[src/rtl/serial_add_ctrl.sv]
// Bit-serial adder controller: drives one external 1-bit full-adder cell LSB
// first, accumulates its sum/carry and returns a registered WIDTH-bit result.
module serial_add_ctrl #(
  parameter int WIDTH = 8
) (
  input  logic             i_clk,
  input  logic             i_rst_n,
  input  logic             i_start,
  input  logic             i_clear,
  input  logic [WIDTH-1:0] i_a_in,
  input  logic [WIDTH-1:0] i_b_in,
  input  logic             i_cin,
  output logic             o_fa_a,
  output logic             o_fa_b,
  output logic             o_fa_c,
  input  logic             i_fa_sum,
  input  logic             i_fa_cout,
  output logic             o_busy,
  output logic             o_done,
  output logic [WIDTH-1:0] o_sum_out,
  output logic             o_cout
);
  localparam int CW = (WIDTH > 1) ? $clog2(WIDTH) : 1;

  typedef enum logic [1:0] {S_IDLE, S_RUN, S_DONE} state_t;

  state_t           r_state;
  logic [WIDTH-1:0] r_a_sh;
  logic [WIDTH-1:0] r_b_sh;
  logic [WIDTH-1:0] r_s_sh;
  logic [WIDTH-1:0] r_sum_out;
  logic             r_carry;
  logic             r_cout;
  logic             r_busy;
  logic             r_done;
  logic [CW-1:0]    r_bit_cnt;

  logic             w_run;
  logic             w_last;
  logic [WIDTH-1:0] w_s_next;

  assign w_run    = (r_state == S_RUN);
  assign w_last   = (r_bit_cnt == CW'(WIDTH-1));
  assign w_s_next = {i_fa_sum, r_s_sh[WIDTH-1:1]};

  // Cell inputs are gated so the shared adder sees quiet zeros when idle.
  assign o_fa_a = w_run & r_a_sh[0];
  assign o_fa_b = w_run & r_b_sh[0];
  assign o_fa_c = w_run & r_carry;

  assign o_busy    = r_busy;
  assign o_done    = r_done;
  assign o_sum_out = r_sum_out;
  assign o_cout    = r_cout;

  always_ff @(posedge i_clk or negedge i_rst_n) begin
    if (!i_rst_n) begin
      r_state   <= S_IDLE;
      r_a_sh    <= '0;
      r_b_sh    <= '0;
      r_s_sh    <= '0;
      r_sum_out <= '0;
      r_carry   <= 1'b0;
      r_cout    <= 1'b0;
      r_busy    <= 1'b0;
      r_done    <= 1'b0;
      r_bit_cnt <= '0;
    end else if (i_clear) begin
      // Abort wins over everything; last result stays visible.
      r_state <= S_IDLE;
      r_busy  <= 1'b0;
      r_done  <= 1'b0;
    end else begin
      unique case (r_state)
        S_RUN: begin
          r_a_sh    <= r_a_sh >> 1;
          r_b_sh    <= r_b_sh >> 1;
          r_s_sh    <= w_s_next;
          r_carry   <= i_fa_cout;
          r_bit_cnt <= r_bit_cnt + CW'(1);
          if (w_last) begin
            r_sum_out <= w_s_next;
            r_cout    <= i_fa_cout;
            r_state   <= S_DONE;
            r_busy    <= 1'b0;
            r_done    <= 1'b1;
          end
        end
        default: begin
          r_done <= 1'b0;
          if (i_start) begin
            r_a_sh    <= i_a_in;
            r_b_sh    <= i_b_in;
            r_carry   <= i_cin;
            r_bit_cnt <= '0;
            r_state   <= S_RUN;
            r_busy    <= 1'b1;
          end else begin
            r_state <= S_IDLE;
          end
        end
      endcase
    end
  end

endmodule

[config.mk]
export PLATFORM = sky130hd
export DESIGN_NAME = serial_add_ctrl
export DESIGN_NICKNAME = d
export VERILOG_FILES = /design/src/rtl/serial_add_ctrl.sv
export SDC_FILE = /design/constraint.sdc
export NUM_CORES = 1
export LEC_CHECK = 0
export CAP_MARGIN = 40
export CORE_UTILIZATION = 50
export DETAILED_ROUTE_END_ITERATION = 10
export HOLD_SLACK_MARGIN = 0.05
export PLACE_DENSITY = 0.81
export REMOVE_ABC_BUFFERS = 1
export SYNTH_ARGS = -nofsm -noshare
export SYNTH_HDL_FRONTEND = slang
export SYNTH_SLANG_ARGS = --single-unit
[constraint.sdc]
create_clock -name i_clk -period 3.6 [get_ports i_clk]
set_input_delay 0.54 -clock i_clk [delete_from_list [all_inputs] [get_ports i_clk]]
set_output_delay 0.54 -clock i_clk [all_outputs]
set_load 0.05 [all_outputs]
Fig. 1: clock nets
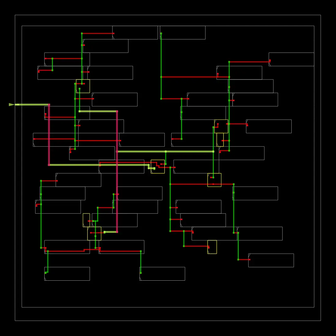
Clk power: 208 uW
CTS buffer count: 5

Fig. 2: where the registers sit
Scale bar: 20 um.
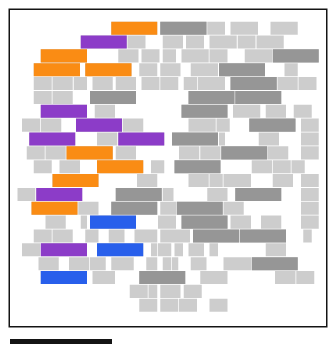
o_sum_out -> orange  # placed flops 8
r_s_sh -> purple  # placed flops 7
r_bit_cnt -> blue  # placed flops 3
register cell area after layout: 975.9 um^2
sequential cell area share: 0.4417
Core Util, Final: 0.6519
Seq power: 572 uW

==> metrics.yaml <==
detailed_routing:
  final_antenna_net_count: 0
  wl_met2_mm: 1.417
  wl_per_cell_um: 14.64
  wl_mm: 2.914
  routed.top_layer: "met4"
  via_count: 1017
  drc: 0
  drt_pre_antenna_iters: 3
  wl_met1_mm: 1.329
  drt_iter0_drc: 7
  dr_wl_met3_um: 130
  vias_per_cell: 5.111
sta:
  setup_viol: 0
  clock_skew_ns: 0.006936
  hold_violations: 0
  relSlewSlack: 0.4313
  post-route-period-util: 0.7555
  fmax_mhz: 367.7
  worstMarginPinSlew_ns: 0.8531
  finalSetupTns_ns: 0
  rsz0062_at_grt: "no"
  min_period_ns: 2.720
  hold_ws_ns: 0.2982
  final_max_slew_viol_count: 0
final_layout:
  final_nets: 177
  lay_top_count: "dfrtp_1"
  drive_gt1_frac: 0.3922
  diodes: 0
  lay_top_cells: "dfrtp_1, clkdlybuf4s50_1, mux2_2, mux2_4, clkbuf_4"
  synthToLayoutAreaGrowth_pct: 22.55
clock_tree:
  cts.sinks: 39
  holdBufCountCts: 0
  cts_tree: "yes"
  cts_setup_buffers: 0
  clock_latency_ns: 0.33
  clockRootBuffer: "clkbuf_4"
  cts.clk_slew.worst_paths_ns: 0.11
  h-tree-depth: 2
  clock_path_buffers: 2
  cts_resized: 0
placed_design:
  dp_hpwl_mm: 2.003
  gp_congestion: 0.7463
  io_buffers: 36
global_route:
  met3_usage: 0.04969
  grt_pass1_vias: 1015
  grt-ovfl-total: 0
  grtUsageMet2: 0.2751
  grt_max_degree: 40
  grt_use_total: 0.1629
  grtUsageMet1: 0.1935
  grt_pass1_wl_mm: 4.374
  busiest_layer: "met2"
  antenna_found_initial: 0
worst_hold_path:
  hold_path.class: "in -> async"
logic_synthesis:
  ys_area_um2: 1803
  synth_flops: 39
  synth_adder_area_share: 0.01388
  xor_share: 0
  ys_cells: 114
  netlist_area_um2: 1803
  ys_seq_frac: 0.5413
  synth_cells: 114
  avgSynthCellArea_um2: 15.82
  ys_top_logic_family: "multiplexers"
  aoi_share: 0.03817
  ys_sh_mux: 0.3269
  ys_sh_simple: 0.04094
  ys_warn_count: 0
  synth_cell_types: 22
setup_path:
  arrival_ns: 2.18
  crit_start: "o_done"
  reg2reg_slack_ns: 1.61
  critical_path.startpoint_type: "flip-flop"
  endpoint_kind: "output port"
  crit_path_max_fanout: 15
  r2r_end: "o_cout"
  r2r-start: "o_done"
  cpPeakStageDelay_ns: 0.79
  cp_cell_sequence: "nor2b_2 > buf_4 > and2_2 > clkdlybuf4s50_1"
  cp_data_required_time_ns: 3.06
  path_class: "reg -> out"
  cpMaxStageDelayCell: "clkdlybuf4s50_1"
  crit_end: "o_fa_b"
  reg2reg_depth: 3
floorplan:
  die_h_um: 62.05
  die_w_um: 62.05
  chipArea_um2: 3850
  io_pins: 37
  core_area_um2: 3390
  rows: 21
  fp_util: 0.5319
power:
  powerDensity_nw_per_um2: 460.3
  ir_worst_vdd_mv: 0.2792
  power.leakage_uw: 0.0009904
outcome:
  outcome: "completed"
flow_run:
  tool_warnings: 25
  drv_cap: 0
[flip-flops by register name (all words and copies together) (netlist names), 3 cells and up]
| signal | count |
|---|---|
| o_sum_out | 8 |
| r_bit_cnt | 3 |
| r_s_sh | 7 |
| r_b_sh | 8 |
| r_a_sh | 8 |
[layout make-up]
class,instances,area [um^2]
Clock buffer,7,45.04
Fill cell,247,1180
Multi-Input combinational cell,68,759.5
Timing Repair Buffer,37,362.8
Tap cell,46,57.56
Sequential cell,39,975.9
Clock inverter,1,5.005
Inverter,1,3.754
[critical path, delay by kind of cell, from the launching register on]
family	cells	cell delay (ns)
buf+inv	2	1.07
simple gates	2	0.38
flops	1	0.41
[stage by stage]
stage / power, uW / cells / area [um^2] / setup WS (ns)
2_1_floorplan: 736.0 / 108 / 1737 / 1.059
3_3_place_gp: 806.8 / 191 / 2160 / 1.212
3_5_place_dp: 820.9 / 191 / 2160 / 1.180
4_1_cts: 1029 / 199 / 2210 / 0.8338
5_1_grt: 1074 / 199 / 2210 / 0.7559
6_report: 1017 / 199 / 2210 / 0.8802
[report_power, final]
group	internal (uW)	total (uW)	switching (uW)
combinational	144	237	93.2
sequential	522	572	49.2
clock	76.2	208	132
[synthesized netlist by cell type, drive strengths merged]
| master | instances | area share |
|---|---|---|
| nor3b | 1 | 0.0069 |
| nand2b | 2 | 0.0069 |
| buf | 6 | 0.037 |
| a21o | 1 | 0.0042 |
| dfrtp | 39 | 0.54 |
| mux2 | 48 | 0.33 |
| nor2 | 2 | 0.0083 |
| nor2b | 1 | 0.0035 |
| a22o | 4 | 0.019 |
| a21oi | 2 | 0.012 |
| o21ai | 1 | 0.0028 |
| and2 | 3 | 0.012 |
| inv | 1 | 0.0021 |
| nor3 | 1 | 0.0028 |
| ha | 2 | 0.014 |
Power and IR drop assume default switching activity.
